File: config.mk
export PLATFORM = sky130hd
export DESIGN_NAME = pipeline_ctrl
export DESIGN_NICKNAME = d
export VERILOG_FILES = /design/src/rtl/pipeline_ctrl.sv
export SDC_FILE = /design/constraint.sdc
export NUM_CORES = 1
export LEC_CHECK = 0
export CAP_MARGIN = 20
export CORE_ASPECT_RATIO = 0.7
export CORE_MARGIN = 5
export CORE_UTILIZATION = 52
export DETAILED_ROUTE_END_ITERATION = 10
export GPL_ROUTABILITY_DRIVEN = 0
export PLACE_DENSITY_LB_ADDON = 0.25
export REMOVE_ABC_BUFFERS = 1
export SYNTH_ARGS = -nofsm -noshare
export SYNTH_HDL_FRONTEND = slang
export SYNTH_SLANG_ARGS = --single-unit
File: constraint.sdc
create_clock -name CLK -period 4.6 [get_ports CLK]
set_input_delay 0.92 -clock CLK [delete_from_list [all_inputs] [get_ports CLK]]
set_output_delay 0.92 -clock CLK [all_outputs]
set_load 0.005 [all_outputs]
File: src/rtl/pipeline_ctrl.sv
// pipeline_ctrl: sequences the PC and the four pipeline latches (IF_ID, ID_EX,
// EX_MEM, MEM_WB). Owns the IDLE/RUN/DRAIN/HALTED FSM and the saturating
// stall/flush performance counters. Latch controls in RUN are combinational
// from the hazard inputs; every other state decodes them from the state register,
// so an asynchronous reset drops all controls at once.
module pipeline_ctrl #(
  parameter int CNT_W        = 32,
  parameter int DRAIN_CYCLES = 2
) (
  input  logic             CLK,
  input  logic             nRST,
  input  logic             ihit,
  input  logic             dhit,
  input  logic             dmemREN_mem,
  input  logic             dmemWEN_mem,
  input  logic             halt_mem,
  input  logic             br_taken_mem,
  input  logic             dREN_ex,
  input  logic [4:0]       wsel_ex,
  input  logic [4:0]       rs_id,
  input  logic [4:0]       rt_id,
  output logic             pc_en,
  output logic             ifid_en,
  output logic             idex_en,
  output logic             exmem_en,
  output logic             memwb_en,
  output logic             ifid_flush,
  output logic             idex_flush,
  output logic             exmem_flush,
  output logic             memwb_flush,
  output logic             halt,
  output logic [CNT_W-1:0] stall_cnt,
  output logic [CNT_W-1:0] flush_cnt
);

  // One spare bit keeps the drain counter at least two bits wide.
  localparam int DCW = $clog2(DRAIN_CYCLES + 1) + 1;
  localparam logic [DCW-1:0]   DRAIN_LAST = DCW'(DRAIN_CYCLES);
  localparam logic [DCW-1:0]   DCNT_ONE   = {{(DCW-1){1'b0}}, 1'b1};
  localparam logic [CNT_W-1:0] CNT_ONE    = {{(CNT_W-1){1'b0}}, 1'b1};
  localparam logic [CNT_W-1:0] CNT_MAX    = {CNT_W{1'b1}};

  typedef enum logic [1:0] {
    IDLE   = 2'd0,
    RUN    = 2'd1,
    DRAIN  = 2'd2,
    HALTED = 2'd3
  } state_t;

  state_t           state_q, state_d;
  logic [DCW-1:0]   drain_cnt_q, drain_cnt_d;
  logic [CNT_W-1:0] stall_cnt_q, stall_cnt_d;
  logic [CNT_W-1:0] flush_cnt_q, flush_cnt_d;

  logic mem_wait_s;
  logic load_use_s;

  assign mem_wait_s = (dmemREN_mem | dmemWEN_mem) & ~dhit;
  assign load_use_s = dREN_ex & (wsel_ex != 5'd0) &
                      ((wsel_ex == rs_id) | (wsel_ex == rt_id));

  // Next-state, drain/counter updates and latch controls; the first matching RUN rule wins.
  always_comb begin
    state_d     = state_q;
    drain_cnt_d = drain_cnt_q;
    stall_cnt_d = stall_cnt_q;
    flush_cnt_d = flush_cnt_q;
    pc_en       = 1'b0;
    ifid_en     = 1'b0;
    idex_en     = 1'b0;
    exmem_en    = 1'b0;
    memwb_en    = 1'b0;
    ifid_flush  = 1'b0;
    idex_flush  = 1'b0;
    exmem_flush = 1'b0;
    memwb_flush = 1'b0;
    case (state_q)
      IDLE: begin
        state_d = RUN;
      end
      RUN: begin
        if (halt_mem) begin
          // Only the halting instruction's predecessor path keeps retiring.
          memwb_en    = 1'b1;
          state_d     = DRAIN;
          drain_cnt_d = DCNT_ONE;
        end else if (mem_wait_s) begin
          // Whole pipe frozen: all controls stay at their zero defaults.
          pc_en = 1'b0;
        end else if (br_taken_mem) begin
          pc_en       = 1'b1;
          ifid_en     = 1'b1;
          idex_en     = 1'b1;
          exmem_en    = 1'b1;
          memwb_en    = 1'b1;
          ifid_flush  = 1'b1;
          idex_flush  = 1'b1;
          exmem_flush = 1'b1;
          if (flush_cnt_q != CNT_MAX) begin
            flush_cnt_d = flush_cnt_q + CNT_ONE;
          end else begin
            flush_cnt_d = flush_cnt_q;
          end
        end else if (load_use_s) begin
          // IF_ID holds (so a pending fetch simply retries) and a bubble enters EX.
          idex_en    = 1'b1;
          exmem_en   = 1'b1;
          memwb_en   = 1'b1;
          idex_flush = 1'b1;
        end else if (!ihit) begin
          ifid_en    = 1'b1;
          idex_en    = 1'b1;
          exmem_en   = 1'b1;
          memwb_en   = 1'b1;
          ifid_flush = 1'b1;
        end else begin
          pc_en    = 1'b1;
          ifid_en  = 1'b1;
          idex_en  = 1'b1;
          exmem_en = 1'b1;
          memwb_en = 1'b1;
        end
        if (!pc_en && (stall_cnt_q != CNT_MAX)) begin
          stall_cnt_d = stall_cnt_q + CNT_ONE;
        end else begin
          stall_cnt_d = stall_cnt_q;
        end
      end
      DRAIN: begin
        memwb_en = 1'b1;
        if (drain_cnt_q == DRAIN_LAST) begin
          state_d = HALTED;
        end else begin
          drain_cnt_d = drain_cnt_q + DCNT_ONE;
        end
      end
      HALTED: begin
        state_d = HALTED;
      end
      default: begin
        state_d = IDLE;
      end
    endcase
  end

  // State, drain count and performance counters; all cleared asynchronously.
  always_ff @(posedge CLK or negedge nRST) begin
    if (!nRST) begin
      state_q     <= IDLE;
      drain_cnt_q <= {DCW{1'b0}};
      stall_cnt_q <= {CNT_W{1'b0}};
      flush_cnt_q <= {CNT_W{1'b0}};
    end else begin
      state_q     <= state_d;
      drain_cnt_q <= drain_cnt_d;
      stall_cnt_q <= stall_cnt_d;
      flush_cnt_q <= flush_cnt_d;
    end
  end

  assign halt      = (state_q == HALTED);
  assign stall_cnt = stall_cnt_q;
  assign flush_cnt = flush_cnt_q;

endmodule

Figure 1. Layout detail (run 1).
Scale bar: 10 um. Region (42, 11) to (67, 36) um. Cells in gray, sequential cells in the stronger gray; small squares are vias.
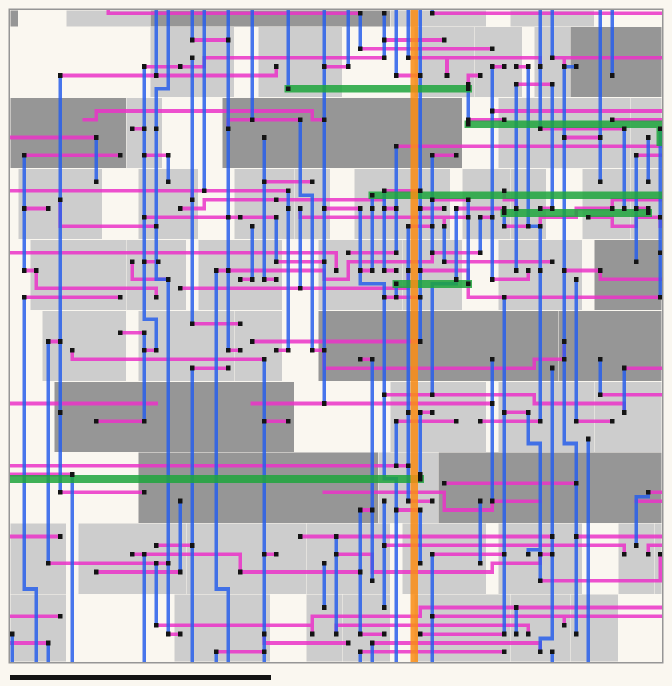
- met2: blue
- met1: magenta
- met3: green
- met4: orange
- cells with their middle in the window: 48
- sequential cells in the window: 5
- netlist names of flops here include: `stall_cnt` (5)
- most frequent: clkdlybuf4s50_1 (7)

Figure 2. Wire density map (run 1).
22 x 16 tiles, from black (low) to pale yellow (high), scaled to the fullest tile. Values are wire area over tile area, all layers added.
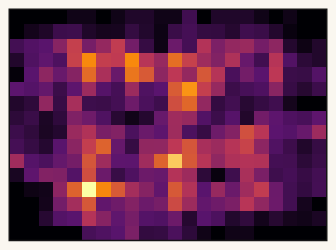
- mean over tiles: 0.16
- fullest tile: 0.61
- nearly empty tiles: 9.1%
routed wire length: 8630 um
Global Route Usage Sum: 20.9%
DR WL/cell: 15.6 um
DR vias: 3033

==> job_summary.md, run 1 <==
### Metrics collected by this job

| Metric | Value |
|---|---|
| Period utilization | 85.6% |
| Worst Setup Path Type | in -> out |
| Reg2reg start | stall_cnt[0] |
| Largest class | combinational gates |
| Pre-CTS setup slack | roughly 640 ps |
| Yosys warning tally | 0 |
| Final WS setup | 661 ps |
| IO buf count | 96 |
| Synthesized-area fraction occupied by adder cells | under 10% |
| Area contributors post-synth | dfrtp_1, xnor2_1, xor2_1, nand2_1, nand3_1 |
| Area leader share | 47.6% |
| Post-route DRC | 0 |
| Simple-Gate Area Share | 24.2% |
| Dominant comb cell | simple AND/OR/NAND/NOR gates |
| Met2 Use GR | 31.5% |
| Ys flop type | dfrtp_1 |
| CP max-delay cell | or4_1 |
| CTS tree | built |
| Longest Clk Path Bufs | 2 |
| Placed Cells | roughly 540 |
| R2R depth | 7 |
| Most frequent logic cell in the layout | clkdlybuf4s50_1 |
| Post-cts sizing count | 0 |
| Vias/cell | 5.48 |
| GR peak layer | met2 |
| Min-Delay Path Class | reg -> reg |
| Fraction of cell area in non-clock buffers | about a fifth |
| Worst setup startpoint | wsel_ex[1] |
| Synth Seq Share | ~48% |
| WP data arrival | between 3000 and 4000 ps |
| CTS clock-pin slew for the worst setup and hold paths | around 70 ps |
| WP buf/inv | 2 |
| Yosys top cell by instances | dfrtp_1 |
| Pint | 0.910 mW |
| Initial antenna violation count | 0 |
| Slowest stage delay, CP | 570 ps |
| Iteration tally of the first detailed-router pass | 4 |
| Rows | 25 |
| Register area | approximately 1700 um2 |
| Final Non-Filler Cells | roughly 550 |
| GRT overflow | 0 |
| Num CTS Buffers | 9 |
| Drt first-iter violations | between 100 and 150 |
| FILL cells | about 520 |
| Status | finished clean |
| Core area | roughly 6800 um2 |
Figure 3. Clock network drawn from the DEF (run 1).
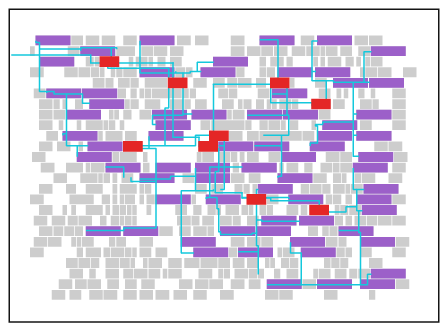
- flip-flops: purple (count 69)
- clock wires: cyan (length 826 um)
- cells driving clock nets: red (count 9)
- routed clock nets: 10
clk ins delay skew pair: 340 ps
skew final: 5.86 ps
clk pwr: 0.491 mW
clock share of power: 41.9%

Figure 4. Gate families picked out (run 1).
Scale bar: 20 um.
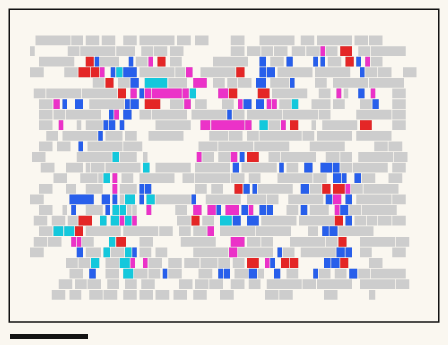

==> run 1 -> run 2 <==
Settings changed: REMOVE_ABC_BUFFERS 1 to default, SLEW_MARGIN from default to 40.
Figure 5. Gate families picked out (run 2).
Scale bar: 20 um.
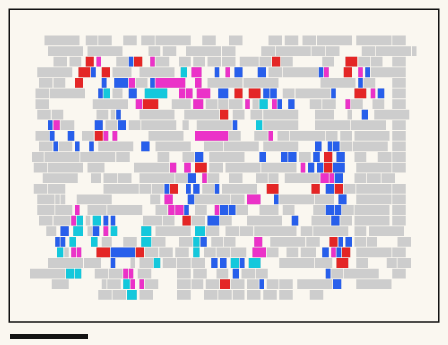
- AND and OR gates: red (cells 28; most used and3_1)
- inverting AOI/OAI gates: cyan (cells 24; most used a21oi_1)
- NOR gates: magenta (cells 46; most used nor2_1)
- NAND gates: blue (cells 82; most used nand2_1)
combinational share of cell area: 37.4%
most frequent logic cell in the layout: clkdlybuf4s50_1

Figure 6. Clock network drawn from the DEF (run 2).
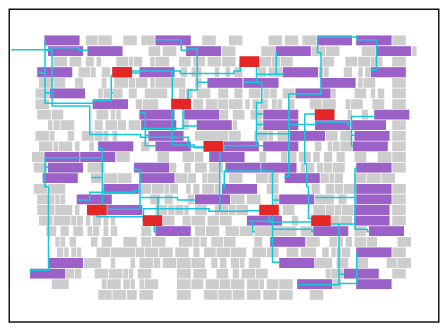
- flip-flops: purple (count 69)
- cells driving clock nets: red (count 9)
- clock wires: cyan (length 850 um)
- flops lie: widely spread
- routed clock nets: 10
clk ins delay skew pair: 350 ps
skew final: 8.53 ps

==> run 2 against run 1 <==
Cell count stayed put. Wire length grew 0.51%. Via count shrank 1.1%. First-iteration DRC count increased by 28%. Clock skew grew 2.7 ps. Sequential share of layout area about the same. Fmax decreased by 2.0%. Flip-flop count did not move. Synthesized cell count stayed put. Register-to-register slack gained 60 ps. Non-clock buffer count did not move. Largest power group unchanged.
==> job_summary.md, run 2 <==
### Metrics collected by this job

| Metric | Value |
|---|---|
| Final Non-Filler Cells | roughly 550 |
| Largest class | combinational gates |
| Ys flop type | dfrtp_1 |
| Vias/cell | approximately 5.4 |
| Slowest stage delay, CP | between 500 and 600 ps |
| Clk pwr | slightly below 0.5 mW |
| Post-route DRC | 0 |
| Pre-CTS setup slack | ~600 ps |
| CP startpoint kind | primary input |
| Yosys warning tally | 0 |
| Synthesized-area fraction occupied by adder cells | 3.10% |
| Clk sinks | between 60 and 70 |
| GR peak layer | met2 |
| DR WL met3 | between 500 and 600 um |
| Final Max Tran Viols | 0 |
| Synth Seq Share | 47.6% |
| Area contributors post-synth | dfrtp_1, xnor2_1, xor2_1, nand2_1, nand3_1 |
| IO buf count | between 90 and 100 |
| Drt first-iter violations | around 140 |
| Clock share of power | 41.9% |
| Register area | between 1500 and 2000 um2 |
| Design area | around 4900 um2 |
| DR vias | 3000 |
| Clock-cell share | slightly above 4% |
| Synth area leader | dfrtp_1 |
| Synth-to-Final Area Change | 34.4% |
| DR WL/cell | 15.7 um |
| FILL cells | approximately 530 |
| Initial antenna violation count | 0 |
| Min-Delay Path Class | reg -> reg |
| Reg2reg start | state_q[1] |
| R2R depth | 8 |
| Reg-to-reg setup timing slack | around 1900 ps |
| CTS tree | built |
| Final WS setup | roughly 580 ps |
| Worst Setup Path Type | in -> out |
| Pint | between 0.9 and 1 mW |
| WP data arrival | approximately 3100 ps |
| Yosys top cell by instances | dfrtp_1 |
| CTS clock-pin slew for the worst setup and hold paths | ~80 ps |
| # Max-Cap Violations | 0 |
| Post-cts sizing count | 0 |
| Period utilization | between 80% and 90% |
| Fraction of cell area in non-clock buffers | about 20% |
| WP buf/inv | 2 |
| Hold Crit Start | flush_cnt[30] |
| Worst setup startpoint | wsel_ex[1] |
| Area leader share | around 48% |
| Num CTS Buffers | 9 |
| Iteration tally of the first detailed-router pass | 4 |
| Delay-heaviest family, CP | buffers and inverters |
| Simple-Gate Area Share | between 20 and 25% |
| Met2 Use GR | 32.6% |
| Worst-path maximum fanout | 3 |
| Dominant comb cell | simple AND/OR/NAND/NOR gates |
| Global Route Usage Sum | a little over a fifth |
| Routed wire length | approximately 8700 um |
| Status | finished clean |
| Core area | approximately 6800 um2 |
| Rows | 25 |
| Met1 usage | 28.4% |
| Placed Cells | 537 |
| GRT overflow | 0 |
| Longest Clk Path Bufs | 2 |
| CP max-delay cell | or4_1 |
Power and IR drop assume default switching activity.
